Fig. 1: met1 routing
Scale bar: 20 um.
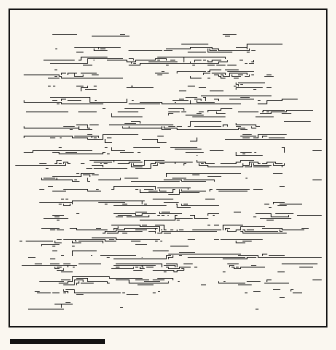
Fig. 2: M2 wires
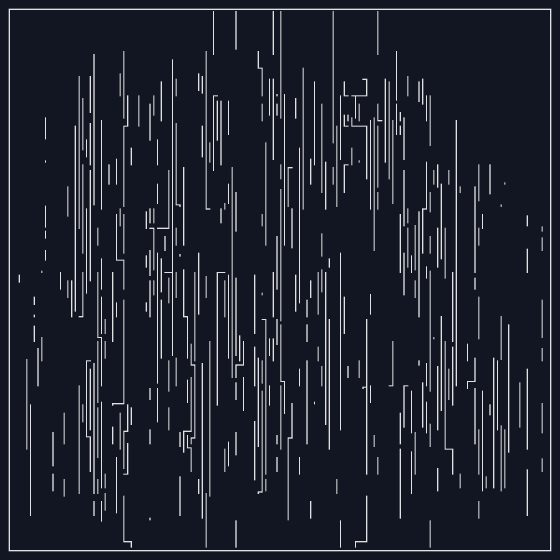
Fig. 3: M3 wires
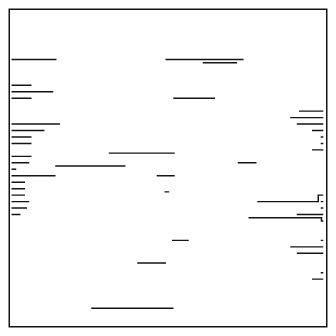
Fig. 4: port wiring
Scale bar: 20 um.
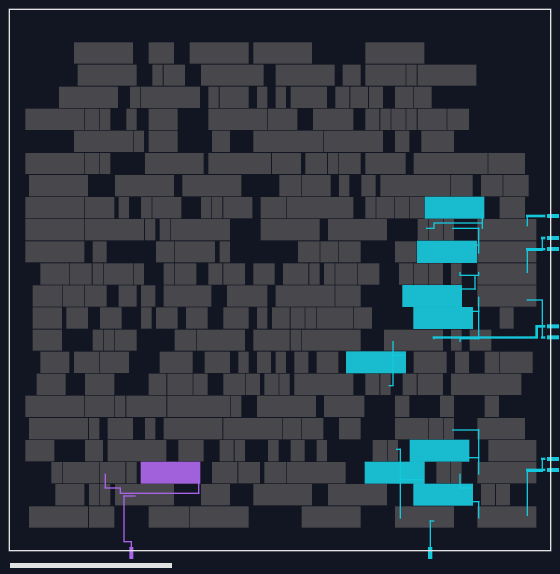
## config.mk

```make
export PLATFORM = sky130hd
export DESIGN_NAME = fetch_arbiter_scrubber_flat
export DESIGN_NICKNAME = d
export VERILOG_FILES = /design/src/rtl/fetch_arbiter_scrubber_if.sv /design/src/rtl/fetch_arbiter_scrubber.sv /design/src/flat_wrapper.sv
export SDC_FILE = /design/constraint.sdc
export NUM_CORES = 1
export LEC_CHECK = 0
export CAP_MARGIN = 40
export CORE_MARGIN = 1.5
export CORE_UTILIZATION = 43
export CTS_CLUSTER_SIZE = 14
export DETAILED_ROUTE_END_ITERATION = 12
export PLACE_DENSITY_LB_ADDON = 0.1
export SETUP_SLACK_MARGIN = 0.05
export SYNTH_ARGS = -nofsm -noshare
export SYNTH_HDL_FRONTEND = slang
export SYNTH_SLANG_ARGS = --single-unit
```

## constraint.sdc

```tcl
create_clock -name clk -period 1.75 [get_ports clk]
set_clock_uncertainty 0.2 [all_clocks]
set_input_delay 0.35 -clock clk [delete_from_list [all_inputs] [get_ports clk]]
set_output_delay 0.35 -clock clk [all_outputs]
set_load 0.05 [all_outputs]
```

## src/rtl/fetch_arbiter_scrubber_if.sv

```systemverilog
// Requester handshake and fetch-datapath bus shared by the arbiter/scrubber.
// The master side plays both requesters and the combinational fetch datapath.
interface fetch_arbiter_scrubber_if;
  logic       req0;
  logic [3:0] addr0;
  logic       req1;
  logic [3:0] addr1;
  logic       gnt0;
  logic       gnt1;
  logic       rvalid0;
  logic       rvalid1;
  logic [7:0] rdata;
  logic       rerr;
  logic [3:0] mem_addr;
  logic [7:0] mem_data;
  logic       mem_parity;

  modport master (
    output req0, addr0, req1, addr1, mem_data, mem_parity,
    input  gnt0, gnt1, rvalid0, rvalid1, rdata, rerr, mem_addr
  );

  modport slave (
    input  req0, addr0, req1, addr1, mem_data, mem_parity,
    output gnt0, gnt1, rvalid0, rvalid1, rdata, rerr, mem_addr
  );
endinterface

```

## src/rtl/fetch_arbiter_scrubber.sv

```systemverilog
// Shares a 16-entry fetch datapath between two round-robin requesters and a
// low-priority background parity scrubber; logs parity mismatches from all owners.
module fetch_arbiter_scrubber #(
  parameter bit SCRUB_EN  = 1'b1,
  parameter int IDLE_WAIT = 4,
  parameter int ERR_W     = 4
) (
  input  logic                  clk,
  input  logic                  reset,
  fetch_arbiter_scrubber_if.slave bus,
  output logic [ERR_W-1:0]      err_count,
  output logic [3:0]            err_addr,
  output logic                  scrub_done
);

  typedef enum logic {IDLE, CAPTURE} state_t;
  typedef enum logic [1:0] {OWN_REQ0, OWN_REQ1, OWN_SCRUB} owner_t;

  localparam logic [3:0]       IDLE_WAIT_C = 4'(IDLE_WAIT);
  localparam logic [ERR_W-1:0] ERR_MAX     = '1;

  state_t     state, state_nxt;
  owner_t     owner, owner_nxt;
  logic [3:0] addr_nxt;
  logic [3:0] idle_cnt;
  logic [3:0] scrub_ptr;
  logic       rr_ptr;       // 0: req0 has priority, 1: req1 has priority
  logic       gnt0_c, gnt1_c, scrub_go, grant_any;
  logic       mismatch;

  assign mismatch = (^bus.mem_data) != bus.mem_parity;

  always_comb begin
    // NOTE: every output of this block gets a default first so no latch is inferred.
    state_nxt = state;
    owner_nxt = owner;
    addr_nxt  = bus.mem_addr;
    gnt0_c    = 1'b0;
    gnt1_c    = 1'b0;
    scrub_go  = 1'b0;
    case (state)
      IDLE: begin
        if (bus.req0 && (!bus.req1 || !rr_ptr)) begin
          gnt0_c    = 1'b1;
          owner_nxt = OWN_REQ0;
          addr_nxt  = bus.addr0;
        end else if (bus.req1) begin
          gnt1_c    = 1'b1;
          owner_nxt = OWN_REQ1;
          addr_nxt  = bus.addr1;
        end else if (SCRUB_EN && idle_cnt == IDLE_WAIT_C) begin
          scrub_go  = 1'b1;
          owner_nxt = OWN_SCRUB;
          addr_nxt  = scrub_ptr;
        end
        if (gnt0_c || gnt1_c || scrub_go) state_nxt = CAPTURE;
      end
      CAPTURE: state_nxt = IDLE;
      default: state_nxt = IDLE;
    endcase
  end

  assign grant_any = gnt0_c | gnt1_c | scrub_go;

  // Grants are only meaningful when the register side will honour them.
  assign bus.gnt0 = gnt0_c & reset;
  assign bus.gnt1 = gnt1_c & reset;

  always_ff @(posedge clk) begin
    // NOTE: sequential state uses non-blocking assignments only.
    if (!reset) begin
      state        <= IDLE;
      owner        <= OWN_REQ0;
      bus.mem_addr <= '0;
      bus.rvalid0  <= 1'b0;
      bus.rvalid1  <= 1'b0;
      bus.rdata    <= '0;
      bus.rerr     <= 1'b0;
      err_count    <= '0;
      err_addr     <= '0;
      scrub_done   <= 1'b0;
      scrub_ptr    <= '0;
      idle_cnt     <= '0;
      rr_ptr       <= 1'b0;
    end else begin
      state        <= state_nxt;
      owner        <= owner_nxt;
      bus.mem_addr <= addr_nxt;
      bus.rvalid0  <= 1'b0;
      bus.rvalid1  <= 1'b0;

      if (state == IDLE) begin
        if (grant_any)                  idle_cnt <= '0;
        else if (idle_cnt != IDLE_WAIT_C) idle_cnt <= idle_cnt + 4'd1;
        if (gnt0_c)      rr_ptr <= 1'b1;
        else if (gnt1_c) rr_ptr <= 1'b0;
      end

      if (state == CAPTURE) begin
        // Scrub reads leave the requester-visible rdata/rerr untouched.
        if (owner == OWN_SCRUB) begin
          scrub_ptr <= scrub_ptr + 4'd1;
          if (scrub_ptr == 4'hF) scrub_done <= 1'b1;
        end else begin
          bus.rdata   <= bus.mem_data;
          bus.rerr    <= mismatch;
          bus.rvalid0 <= (owner == OWN_REQ0);
          bus.rvalid1 <= (owner == OWN_REQ1);
        end
        if (mismatch) begin
          err_addr <= bus.mem_addr;
          if (err_count != ERR_MAX) err_count <= err_count + 1'b1;
        end
      end
    end
  end

endmodule

```

## src/flat_wrapper.sv

```systemverilog
// flat-port wrapper written by rule: the top's interface ports become plain ports
module fetch_arbiter_scrubber_flat 
#(
  parameter bit SCRUB_EN  = 1'b1,
  parameter int IDLE_WAIT = 4,
  parameter int ERR_W     = 4
)
  (clk, reset, err_count, err_addr, scrub_done, bus_req0, bus_addr0, bus_req1, bus_addr1, bus_mem_data, bus_mem_parity, bus_gnt0, bus_gnt1, bus_rvalid0, bus_rvalid1, bus_rdata, bus_rerr, bus_mem_addr);
  fetch_arbiter_scrubber_if bus_i ();
  input  logic clk;
  input  logic reset;
  output logic [ERR_W-1:0] err_count;
  output logic [3:0] err_addr;
  output logic scrub_done;
  input wire logic [$bits(bus_i.req0)-1:0] bus_req0;
  input wire logic [$bits(bus_i.addr0)-1:0] bus_addr0;
  input wire logic [$bits(bus_i.req1)-1:0] bus_req1;
  input wire logic [$bits(bus_i.addr1)-1:0] bus_addr1;
  input wire logic [$bits(bus_i.mem_data)-1:0] bus_mem_data;
  input wire logic [$bits(bus_i.mem_parity)-1:0] bus_mem_parity;
  output wire logic [$bits(bus_i.gnt0)-1:0] bus_gnt0;
  output wire logic [$bits(bus_i.gnt1)-1:0] bus_gnt1;
  output wire logic [$bits(bus_i.rvalid0)-1:0] bus_rvalid0;
  output wire logic [$bits(bus_i.rvalid1)-1:0] bus_rvalid1;
  output wire logic [$bits(bus_i.rdata)-1:0] bus_rdata;
  output wire logic [$bits(bus_i.rerr)-1:0] bus_rerr;
  output wire logic [$bits(bus_i.mem_addr)-1:0] bus_mem_addr;
  assign bus_i.req0 = bus_req0;
  assign bus_i.addr0 = bus_addr0;
  assign bus_i.req1 = bus_req1;
  assign bus_i.addr1 = bus_addr1;
  assign bus_i.mem_data = bus_mem_data;
  assign bus_i.mem_parity = bus_mem_parity;
  assign bus_gnt0 = bus_i.gnt0;
  assign bus_gnt1 = bus_i.gnt1;
  assign bus_rvalid0 = bus_i.rvalid0;
  assign bus_rvalid1 = bus_i.rvalid1;
  assign bus_rdata = bus_i.rdata;
  assign bus_rerr = bus_i.rerr;
  assign bus_mem_addr = bus_i.mem_addr;
  fetch_arbiter_scrubber #(.SCRUB_EN(SCRUB_EN), .IDLE_WAIT(IDLE_WAIT), .ERR_W(ERR_W)) u_core (.clk(clk), .reset(reset), .bus(bus_i), .err_count(err_count), .err_addr(err_addr), .scrub_done(scrub_done));
endmodule
```

==> flow_summary.ini <==
; generated from flow reports
[route]
via_count = 1594
via_per_inst = 5.093
wl_um = 3977
wl_met1_um = 1750
wl_met3_um = 248
top_layer = met4
antenna_left = 0
met2WireLength_um = 1912

[critical_path]
reg2reg_slack_ps = 180
worstPathCellList = buf_4 -> nor3_4 -> buf_12
reg2reg_to = u_core.bus.mem_addr[3]$_SDFFE_PN0P_
cp_num_buf_inv = 2
r2r-start = u_core.state$_SDFF_PP0_
max_stage_delay_ps = 360
startpoint = u_core.state$_SDFF_PP0_
cp.depth = 3
ff2ff_path_depth = 5
cp_top_family = flip-flops
cp.required_ps = 1200
crit_slowest_cell = dfxtp_4
crit_fanout = 4
worstSetupStartpointType = flip-flop

[placed_design]
pre_cts_slack_ps = -626.8
hpwlAfterDp_um = 2842
port_buffers = 46
dp_cells = 303
placed_area_mm2 = 0.002654

[run]
tool_warnings = 30
maxCapViolCount = 0

[yosys]
synth.area.top_cells = dfxtp_1 (42%), nand2_1 (7.8%), mux2i_1 (7.5%), a21oi_1 (4.6%), nand3_1 (4.3%)
ys_area_mm2 = 0.001734
syn-instance-count = 200
syn-num-nets = 225
synth_top_cell_by_area = dfxtp_1
synthTopCellsByCount = dfxtp_1 (36), nand2_1 (36), a21oi_1 (16)
netlist.area_leader.share_pct = 41.56
synth-seq-cells = 36
ys_warn_count = 0

[final_layout]
finish.utilization_pct = 73.86
final_nets = 290
fillers = 271
drive_gt1_share_pct = 31.32
syn2layout_area_growth_pct = 60.61
regMostFlops = u_core.bus.rdata
antenna_cells = 0
stdcell_count = 313
layout_top_cell = nand2_1

[global_route]
gr-usage-met2_pct = 32.50
antenna_found_initial = 0
grt_overflow = 0
grt-busiest-layer = met2
grt.total_usage_pct = 20.37
met1_usage_pct = 25.13

[floorplanning]
pin_count = 47
die_w_um = 66.51
initial_core_util_pct = 45.99

[hold_path]
min_path_type = in -> reg

[clocking]
ctsHoldBuffers = 0
numCtsBuffers = 5
cts_resized = 33
cts.path.max_buffers = 2
cts_max_level = 2

[pwr]
power_switching_mw = 0.6217
p_per_area_mw_per_mm2 = 770.7
worst_ir_drop_vdd_v = 0.0005835
comb-power_mw = 0.606
clkPwrFrac_pct = 29.5
power.group.top = sequential cells
p_leak_nw = 1.153
total_power_mw = 2.146

[sta]
maxSlewHeadroom_pct = 80.87
rsz0062_at_grt = true
drv_slew = 0
period_minus_slack_ps = 1721
worst_pin_slew_ps = 281.0
setup-violations-final = 0
tns_ps = 0
hold_viol = 0

[outcome]
status = finished, final reports clean
About Fig. 1:
The wires run mostly horizontal. The layer holds 44% of the routed length. 243 nets have wire on it. The longest straight run is 20.2 um.

About Fig. 2:
The longest straight run is 36.4 um. The layer holds 48% of the routed length.

About Fig. 3:
40 nets have wire on it. The longest straight run is 17.0 um. The wires run mostly horizontal.

About Fig. 4:
Cyan is bus_rdata, direction output, edge 7 east, 1 south, end cells 8, buffers 8, wire 115 um. Purple is scrub_done, direction output, edge south, end cells 1, buffers 1, wire 24.2 um.

[kinds of logic (layout without fill, tap and decap cells)]
| family | Yosys count | in the layout | share of synthesized area (%) |
|---|---|---|---|
| muxes | 15 | 15 | 9.451 |
| AOI/OAI and AO/OA | 29 | 29 | 10.53 |
| xor gates and xnor gates | 11 | 11 | 8.081 |
| buffers and inverters | 18 | 83 | 3.968 |
| and+or+nand+nor | 87 | 87 | 23.52 |
| adders and majority gates | 4 | 4 | 2.886 |
| DFF | 36 | 36 | 41.56 |
[layout make-up]
cell class	count	area, um2	area share (%)
Sequential cell	36	728.2	26.15
Inverter	6	22.52	0.8086
Tap cell	48	60.06	2.156
Clock buffer	7	96.34	3.459
Multi-Input combinational cell	146	989.7	35.53
Timing Repair Buffer	70	888.4	31.90
